Figure 1. Placed standard cells (run 1).
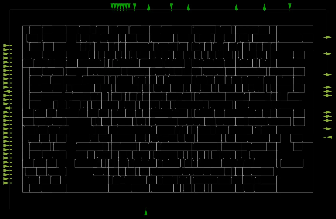
Figure 2. Cell classes on the final placement (run 1).
Drawn at 4 px/um.
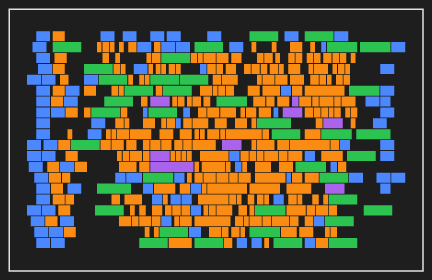
Figure 3. Local utilization (run 1).
Drawn at 4 px/um. The die is cut into 10 by 7 equal tiles; dark blue is low, red is high, 0 to 100% covered.
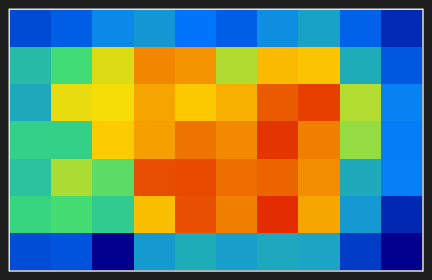
`src/rtl/uart_bist_controller_if.sv`:
```
// Handshake/status bundle between the UART loopback BIST sequencer and its
// environment (UART top strobes, signatures, start/result). The slave modport
// is the sequencer side; the master modport is whoever drives the run.
interface uart_bist_controller_if;
  logic        i_Start;
  logic [7:0]  i_Num_Bytes;
  logic        i_RX_DV;
  logic [15:0] i_SAR_Tx;
  logic [15:0] i_SAR_Rx;
  logic        o_Mode;
  logic        o_TX_DV;
  logic        o_Busy;
  logic        o_Done;
  logic        o_Pass;
  logic [1:0]  o_Err_Code;
  logic [8:0]  o_Byte_Count;

  modport master (
    output i_Start, i_Num_Bytes, i_RX_DV, i_SAR_Tx, i_SAR_Rx,
    input  o_Mode, o_TX_DV, o_Busy, o_Done, o_Pass, o_Err_Code, o_Byte_Count
  );

  modport slave (
    input  i_Start, i_Num_Bytes, i_RX_DV, i_SAR_Tx, i_SAR_Rx,
    output o_Mode, o_TX_DV, o_Busy, o_Done, o_Pass, o_Err_Code, o_Byte_Count
  );
endinterface

```
`src/rtl/uart_bist_controller.sv`:
```
// UART loopback BIST sequencer: puts the UART top in LFSR mode, sends N bytes
// one at a time (each waiting for its loopback receive strobe, with timeout),
// then compares TX/RX signatures and reports pass/fail with an error code.
module uart_bist_controller #(
  parameter int unsigned TIMEOUT_CYCLES = 4096,
  parameter int unsigned GAP_CYCLES     = 256,
  parameter int unsigned SETTLE_CYCLES  = 2
) (
  input logic                   i_Clock,
  input logic                   i_Rst,
  uart_bist_controller_if.slave bus
);

  localparam int unsigned CNT_MAX =
    (TIMEOUT_CYCLES > GAP_CYCLES)
      ? ((TIMEOUT_CYCLES > SETTLE_CYCLES) ? TIMEOUT_CYCLES : SETTLE_CYCLES)
      : ((GAP_CYCLES > SETTLE_CYCLES) ? GAP_CYCLES : SETTLE_CYCLES);
  localparam int unsigned CNT_W = (CNT_MAX > 1) ? $clog2(CNT_MAX) : 1;

  // Timeout compares one ahead of the incremented value so that o_Done rises
  // exactly TIMEOUT_CYCLES edges after the edge that raised o_TX_DV.
  localparam logic [CNT_W-1:0] TO_LAST     = CNT_W'(TIMEOUT_CYCLES - 2);
  localparam logic [CNT_W-1:0] GAP_LAST    = CNT_W'(GAP_CYCLES - 1);
  localparam logic [CNT_W-1:0] SETTLE_LAST = CNT_W'(SETTLE_CYCLES - 1);

  localparam logic [1:0] ERR_NONE     = 2'b00;
  localparam logic [1:0] ERR_TIMEOUT  = 2'b01;
  localparam logic [1:0] ERR_MISMATCH = 2'b10;
  localparam logic [1:0] ERR_SPURIOUS = 2'b11;

  typedef enum logic [2:0] {
    S_IDLE, S_ARM, S_SEND, S_WAIT_RX, S_GAP, S_SETTLE, S_CHECK, S_FINISH
  } state_t;

  state_t           state_q, state_d;
  logic [CNT_W-1:0] cnt_q, cnt_d;
  logic [8:0]       num_q, num_d;
  logic [8:0]       count_q, count_d;
  logic [8:0]       count_inc;
  logic [1:0]       err_q, err_d;
  logic             pass_q, pass_d;
  logic             mode_q, mode_d;
  logic             tx_dv_q, tx_dv_d;
  logic             busy_q, busy_d;
  logic             done_q, done_d;

  assign count_inc = count_q + 9'd1;

  // Registered state, counters and all outputs.
  always_ff @(posedge i_Clock) begin
    if (i_Rst) begin
      state_q <= S_IDLE;
      cnt_q   <= '0;
      num_q   <= '0;
      count_q <= '0;
      err_q   <= '0;
      pass_q  <= 1'b0;
      mode_q  <= 1'b0;
      tx_dv_q <= 1'b0;
      busy_q  <= 1'b0;
      done_q  <= 1'b0;
    end else begin
      state_q <= state_d;
      cnt_q   <= cnt_d;
      num_q   <= num_d;
      count_q <= count_d;
      err_q   <= err_d;
      pass_q  <= pass_d;
      mode_q  <= mode_d;
      tx_dv_q <= tx_dv_d;
      busy_q  <= busy_d;
      done_q  <= done_d;
    end
  end

  // Next-state, run bookkeeping, and next values of the registered outputs.
  always_comb begin
    state_d = state_q;
    cnt_d   = cnt_q;
    num_d   = num_q;
    count_d = count_q;
    err_d   = err_q;
    pass_d  = pass_q;

    unique case (state_q)
      S_IDLE: begin
        if (bus.i_Start) begin
          num_d   = (bus.i_Num_Bytes == 8'd0) ? 9'd256 : {1'b0, bus.i_Num_Bytes};
          count_d = '0;
          err_d   = ERR_NONE;
          pass_d  = 1'b0;
          state_d = S_ARM;
        end
      end
      S_ARM: begin
        if (bus.i_RX_DV && err_q == ERR_NONE) err_d = ERR_SPURIOUS;
        state_d = S_SEND;
      end
      S_SEND: begin
        if (bus.i_RX_DV && err_q == ERR_NONE) err_d = ERR_SPURIOUS;
        cnt_d   = '0;
        state_d = S_WAIT_RX;
      end
      S_WAIT_RX: begin
        if (bus.i_RX_DV) begin
          count_d = count_inc;
          cnt_d   = '0;
          state_d = (count_inc == num_q) ? S_SETTLE : S_GAP;
        end else if (cnt_q == TO_LAST) begin
          if (err_q == ERR_NONE) err_d = ERR_TIMEOUT;
          state_d = S_FINISH;
        end else begin
          cnt_d = cnt_q + 1'b1;
        end
      end
      S_GAP: begin
        if (bus.i_RX_DV && err_q == ERR_NONE) err_d = ERR_SPURIOUS;
        if (cnt_q == GAP_LAST) state_d = S_SEND;
        else                   cnt_d   = cnt_q + 1'b1;
      end
      S_SETTLE: begin
        if (cnt_q == SETTLE_LAST) state_d = S_CHECK;
        else                      cnt_d   = cnt_q + 1'b1;
      end
      S_CHECK: begin
        if (err_q == ERR_NONE) begin
          if (bus.i_SAR_Tx == bus.i_SAR_Rx) pass_d = 1'b1;
          else                              err_d  = ERR_MISMATCH;
        end
        state_d = S_FINISH;
      end
      S_FINISH: state_d = S_IDLE;
      default:  state_d = S_IDLE;
    endcase

    tx_dv_d = (state_d == S_SEND);
    done_d  = (state_d == S_FINISH);
    busy_d  = (state_d != S_IDLE) && (state_d != S_FINISH);
    mode_d  = busy_d;
  end

  assign bus.o_Mode       = mode_q;
  assign bus.o_TX_DV      = tx_dv_q;
  assign bus.o_Busy       = busy_q;
  assign bus.o_Done       = done_q;
  assign bus.o_Pass       = pass_q;
  assign bus.o_Err_Code   = err_q;
  assign bus.o_Byte_Count = count_q;

endmodule

```
`src/flat_wrapper.sv`:
```
// flat-port wrapper written by rule: the top's interface ports become plain ports
module uart_bist_controller_flat 
#(
  parameter int unsigned TIMEOUT_CYCLES = 4096,
  parameter int unsigned GAP_CYCLES     = 256,
  parameter int unsigned SETTLE_CYCLES  = 2
)
  (i_Clock, i_Rst, bus_i_Start, bus_i_Num_Bytes, bus_i_RX_DV, bus_i_SAR_Tx, bus_i_SAR_Rx, bus_o_Mode, bus_o_TX_DV, bus_o_Busy, bus_o_Done, bus_o_Pass, bus_o_Err_Code, bus_o_Byte_Count);
  uart_bist_controller_if bus_i ();
  input logic i_Clock;
  input logic i_Rst;
  input wire logic [$bits(bus_i.i_Start)-1:0] bus_i_Start;
  input wire logic [$bits(bus_i.i_Num_Bytes)-1:0] bus_i_Num_Bytes;
  input wire logic [$bits(bus_i.i_RX_DV)-1:0] bus_i_RX_DV;
  input wire logic [$bits(bus_i.i_SAR_Tx)-1:0] bus_i_SAR_Tx;
  input wire logic [$bits(bus_i.i_SAR_Rx)-1:0] bus_i_SAR_Rx;
  output wire logic [$bits(bus_i.o_Mode)-1:0] bus_o_Mode;
  output wire logic [$bits(bus_i.o_TX_DV)-1:0] bus_o_TX_DV;
  output wire logic [$bits(bus_i.o_Busy)-1:0] bus_o_Busy;
  output wire logic [$bits(bus_i.o_Done)-1:0] bus_o_Done;
  output wire logic [$bits(bus_i.o_Pass)-1:0] bus_o_Pass;
  output wire logic [$bits(bus_i.o_Err_Code)-1:0] bus_o_Err_Code;
  output wire logic [$bits(bus_i.o_Byte_Count)-1:0] bus_o_Byte_Count;
  assign bus_i.i_Start = bus_i_Start;
  assign bus_i.i_Num_Bytes = bus_i_Num_Bytes;
  assign bus_i.i_RX_DV = bus_i_RX_DV;
  assign bus_i.i_SAR_Tx = bus_i_SAR_Tx;
  assign bus_i.i_SAR_Rx = bus_i_SAR_Rx;
  assign bus_o_Mode = bus_i.o_Mode;
  assign bus_o_TX_DV = bus_i.o_TX_DV;
  assign bus_o_Busy = bus_i.o_Busy;
  assign bus_o_Done = bus_i.o_Done;
  assign bus_o_Pass = bus_i.o_Pass;
  assign bus_o_Err_Code = bus_i.o_Err_Code;
  assign bus_o_Byte_Count = bus_i.o_Byte_Count;
  uart_bist_controller #(.TIMEOUT_CYCLES(TIMEOUT_CYCLES), .GAP_CYCLES(GAP_CYCLES), .SETTLE_CYCLES(SETTLE_CYCLES)) u_core (.i_Clock(i_Clock), .i_Rst(i_Rst), .bus(bus_i));
endmodule
```
`config.mk`:
```
export PLATFORM = sky130hd
export DESIGN_NAME = uart_bist_controller_flat
export DESIGN_NICKNAME = d
export VERILOG_FILES = /design/src/rtl/uart_bist_controller_if.sv /design/src/rtl/uart_bist_controller.sv /design/src/flat_wrapper.sv
export SDC_FILE = /design/constraint.sdc
export NUM_CORES = 1
export LEC_CHECK = 0
export CORE_ASPECT_RATIO = 0.6
export CORE_MARGIN = 4
export CORE_UTILIZATION = 45
export DETAILED_ROUTE_END_ITERATION = 16
export GPL_TIMING_DRIVEN = 0
export PLACE_DENSITY = 0.74
export SLEW_MARGIN = 10
export SYNTH_ARGS = -nofsm -noshare
export SYNTH_HDL_FRONTEND = slang
export SYNTH_SLANG_ARGS = --single-unit
```
`constraint.sdc`:
```
create_clock -name i_Clock -period 1.8 [get_ports i_Clock]
set_input_delay 0.36 -clock i_Clock [delete_from_list [all_inputs] [get_ports i_Clock]]
set_output_delay 0.36 -clock i_Clock [all_outputs]
set_load 0.005 [all_outputs]
```
==> qor.yml, run 1 <==
status: "finished, violations left"
violations: "negative setup slack"
clk_pin_slew_worst_paths_ns: 0.08
dieHeight_um: 65.1
core.rowCount: 20
period_minus_slack_ns: 2.06
crit_arrival_ns: 2.23
clk_path_buf_depth: 2
cp_data_required_time_ns: 1.97
cp_cell_sequence: "inv_2, ha_4, or4b_4, nor4_4, buf_4, o21ai_4, nand4_1, xor2_1, nor2_1"
whs_path_depth: 2
synthAoiAreaFrac_pct: 18.1
drtIter0Drc: 344
grt_max_degree: 13
start_kind: "register"
area_leaders: "dfxtp_1 (32%), xor2_1 (9.0%), nor2_1 (5.8%), nand2_1 (4.8%), a21oi_1 (4.3%)"
final_cell_mix: "clkdlybuf4s50_1 (58), nor2_1 (34), nand2_1 (28), dfxtp_1 (27), xor2_1 (25)"
skew_ns: 0.00239
simple_gate_area_share_pct: 31.1
fp_util_pct: 47.4
hpwl_um: 5130
syn_area_sq_um: 2440
ff2ff_setup_slack_ns: -0.26
cts_buffers: 5
globalRouteTotalUtil_pct: 22.3
synth_flops: 39
top_layer_used: "met4"
power_uw: 2710
place.gp.congestion: 0.869
ir_drop_mv: 0.351
drc: 0
hold_ws_ns: 0.477
ys.flop_type: "dfxtp_1"
diodes: 0
ys_sh_xor_pct: 12.6
powerDensity_nw_per_um2: 739
fin_ws_ns: -0.261
antenna_found_initial: 0
setup_tns_ns: -3.03
grt_pass1_wl_um: 11800
largest_register_ffs: 12
ys_cells: 316
seqPwrFrac_pct: 36.6
openroad.warnings: 31
clk-power_uw: 768
p_clk_share_pct: 28.3
adder_share_pct: 2.05
insertion_delay_ns: 0.29
fmax_mhz: 485
grt_pass1_vias: 2427
async_reset_ff_share_pct: 0
clock_sinks: 39
final_common_cell: "clkdlybuf4s50_1"
io_pins: 60
setup_viol: 19
htree_levels: 2
grt_busiest_layer: "met2"
final_area_sq_um: 3670
overflow: 0
cp_num_buf_inv: 2
pre_cts_slack_ns: -0.750
fin_crit_sh_pct: 115
end_kind: "register"
use_met2_pct: 33.1
swShare_pct: 32.8
utilization_pct: 71.2
logic_family: "simple AND/OR/NAND/NOR gates"
fp_nets: 364
synthMuxAreaShare_pct: 0.410
combPwrFrac_pct: 35.1
dp_cells: 441
top_cells_by_count: "dfxtp_1 (39), nor2_1 (38), nand2_1 (31), xor2_1 (25), a21oi_1 (21)"
r2r_cells: 9
cts_root_buffer: "clkbuf_8"
via_per_inst: 6.04
rsz0062_at_grt: "true"
worstSetupPathType: "register to register"
hold_viol_final: 0
die_area_sq_um: 6710
hold_class: "register to register"
yosys_warnings: 0
drv_slew: 0
synthCells: 316
drive_gt1_share_pct: 23.7
ctsResizeCount: 43
-- Figure 1 (at the start) --
fillcell total: 386
Core Box Area: 5150 sq um
Tapcells: 66
Final Instance Count excl. Fillers: 463

-- Figure 2 (at the start) --
[orange] remaining logic cells | cells: 261 | share of their area: 52%
[purple] clock drivers and dummy loads | cells: 8 | share of their area: 3.3%
[blue] remaining buffers and delay cells | cells: 89 | share of their area: 22%
[green] sequential cells | cells: 39 | share of their area: 22%

-- Figure 3 (at the start) --
tiles over 75% full: 36%
fullest tile: 95%
nearly empty tiles: 2.9%
densest ninth of the die: centre

-- run 1: cell type report --
cell class / count / area, sq um
Fill cell: 386 / 1490
Timing Repair Buffer: 77 / 728
Sequential cell: 39 / 803
Clock inverter: 2 / 35.0
Inverter: 6 / 22.5
Multi-Input combinational cell: 255 / 1850
Clock buffer: 6 / 82.6
Tap cell: 66 / 82.6
Buffer: 12 / 61.3
-- run 1: path summary, 6_finish.rpt --
kind                      to             from
min          u_core.num_q[8]  u_core.num_q[8]
max          u_core.cnt_q[9]  u_core.cnt_q[1]
max reg2reg  u_core.cnt_q[9]  u_core.cnt_q[1]
min reg2reg  u_core.num_q[8]  u_core.num_q[8]
==> run 2, diff against run 1 <==
- CAP_MARGIN: not set -> 20
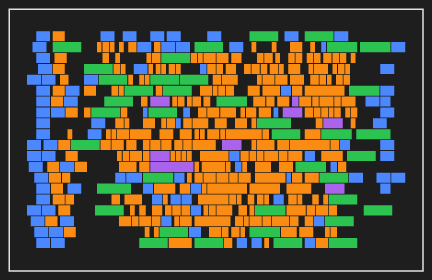
Figure 4: run 2, cell classes on the final placement.
Drawn at 4 px/um.
[blue] remaining buffers and delay cells | cells: 89 | share of their area: 22%
[orange] remaining logic cells | cells: 261 | share of their area: 52%
[purple] clock drivers and dummy loads | cells: 8 | share of their area: 3.3%
[green] sequential cells | cells: 39 | share of their area: 22%

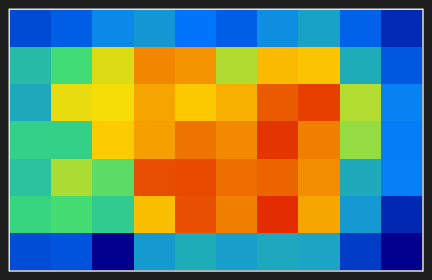
Figure 5: run 2, local utilization.
Drawn at 4 px/um. The die is cut into 10 by 7 equal tiles; dark blue is low, red is high, 0 to 100% covered.
post-layout util: 71.2%
Floorplan Utilization: 47.4%

==> qor.yml, run 2 <==
layout.area.seq_sq_um: 803  # unchanged
core.rowCount: 20  # unchanged
antenna_found_initial: 0  # unchanged
r2r-end: "u_core.cnt_q[9]"
combPwrFrac_pct: 35.1  # about the same
ys_cells: 316  # unchanged
adder_share_pct: 2.05  # unchanged
rr_startpoint: "u_core.cnt_q[1]"
fp_nets: 364  # unchanged
setup_tns_ns: -3.03  # unchanged
comb_area_sq_um: 1850  # unchanged
hold_class: "register to register"
endpoint: "u_core.cnt_q[9]"
drv_slew: 0  # unchanged
area_leaders: "dfxtp_1 (32%), xor2_1 (9.0%), nor2_1 (5.8%), nand2_1 (4.8%), a21oi_1 (4.3%)"
whs_path_depth: 2  # unchanged
p_clk_share_pct: 28.3  # about the same
powerDensity_nw_per_um2: 739  # unchanged
via_per_inst: 6.04  # unchanged
worstSetupPathType: "register to register"
drive_gt1_share_pct: 23.7  # unchanged
hold_viol_final: 0  # unchanged
power_leader: "registers"
drtIter0Drc: 344  # unchanged
swShare_pct: 32.8  # unchanged
largest_register_ffs: 12  # unchanged
grt_pass1_wl_um: 11800  # unchanged
cp-startpoint: "u_core.cnt_q[1]"
overflow: 0  # unchanged
drc: 0  # unchanged
crit_arrival_ns: 2.23  # about the same
globalRouteTotalUtil_pct: 22.3  # unchanged
openroad.warnings: 31  # unchanged
logic_family: "simple AND/OR/NAND/NOR gates"
power_uw: 2710  # unchanged
seqPwrFrac_pct: 36.6  # about the same
synthMuxAreaShare_pct: 0.410  # unchanged
fin_crit_sh_pct: 115  # unchanged
ir_drop_mv: 0.351  # unchanged
final_cell_mix: "clkdlybuf4s50_1 (58), nor2_1 (34), nand2_1 (28), dfxtp_1 (27), xor2_1 (25)"
top_cells_by_count: "dfxtp_1 (39), nor2_1 (38), nand2_1 (31), xor2_1 (25), a21oi_1 (21)"
pre_cts_slack_ns: -0.750  # unchanged
grt_pass1_vias: 2427  # unchanged
rsz0062_at_grt: "true"
ant_nets: 0
leakage_uw: 0.00131
grt_busiest_layer: "met2"
place.gp.congestion: 0.869  # unchanged
vias: 2797
grt_max_degree: 13  # unchanged
coreArea_sq_um: 5150  # unchanged
cts_buffers: 5  # unchanged
period_minus_slack_ns: 2.06  # unchanged
die_area_sq_um: 6710  # unchanged
clk_path_buf_depth: 2  # unchanged
violations: "negative setup slack"
async_reset_ff_share_pct: 0  # unchanged
setup_viol: 19  # unchanged
ff2ff_setup_slack_ns: -0.26  # about the same
ys.flop_type: "dfxtp_1"
cp_num_buf_inv: 2  # unchanged
io_pins: 60  # unchanged
min_to: "u_core.num_q[8]"
synthAoiAreaFrac_pct: 18.1  # unchanged
hpwl_um: 5130  # unchanged
diodes: 0  # unchanged
insertion_delay_ns: 0.29  # about the same
cp_cell_sequence: "inv_2, ha_4, or4b_4, nor4_4, buf_4, o21ai_4, nand4_1, xor2_1, nor2_1"
yosys_warnings: 0  # unchanged
syn_area_sq_um: 2440  # unchanged
top_layer_used: "met4"
status: "finished, violations left"
clock_sinks: 39  # unchanged
clk-power_uw: 768  # about the same
final_common_cell: "clkdlybuf4s50_1"
ys_sh_xor_pct: 12.6  # unchanged
dp_cells: 441  # unchanged
cp_data_required_time_ns: 1.97  # about the same
end_kind: "register"
use_met2_pct: 33.1  # unchanged
htree_levels: 2  # unchanged
top_area_share_pct: 32.0
r2r_cells: 9  # unchanged
simple_gate_area_share_pct: 31.1  # unchanged
synthCells: 316  # unchanged
fin_ws_ns: -0.261  # unchanged
-- run 2: cell counts after synthesis --
No cell type changed its count.
-- run 2: layout make-up --
| class | instances | share of cell area (%) |
|---|---|---|
| buffer | 12 | 1.67 |
| multi-input combinational | 255 | 50.5 |
| clock inverter | 2 | 0.955 |
| sequential | 39 | 21.9 |
| clock buffer | 6 | 2.25 |
| inverter | 6 | 0.614 |
| timing repair buffer | 77 | 19.8 |
| tap | 66 | 2.25 |
-- run 2: timing repair --
| action | in CTS | in global routing |
|---|---|---|
| pin swaps | 32 | 7 |
| endpoints found under the setup margin | 27 | 40 |
| resized | 43 | 33 |
| setup buffers | 13 | 5 |
| cloned | 1 | 0 |
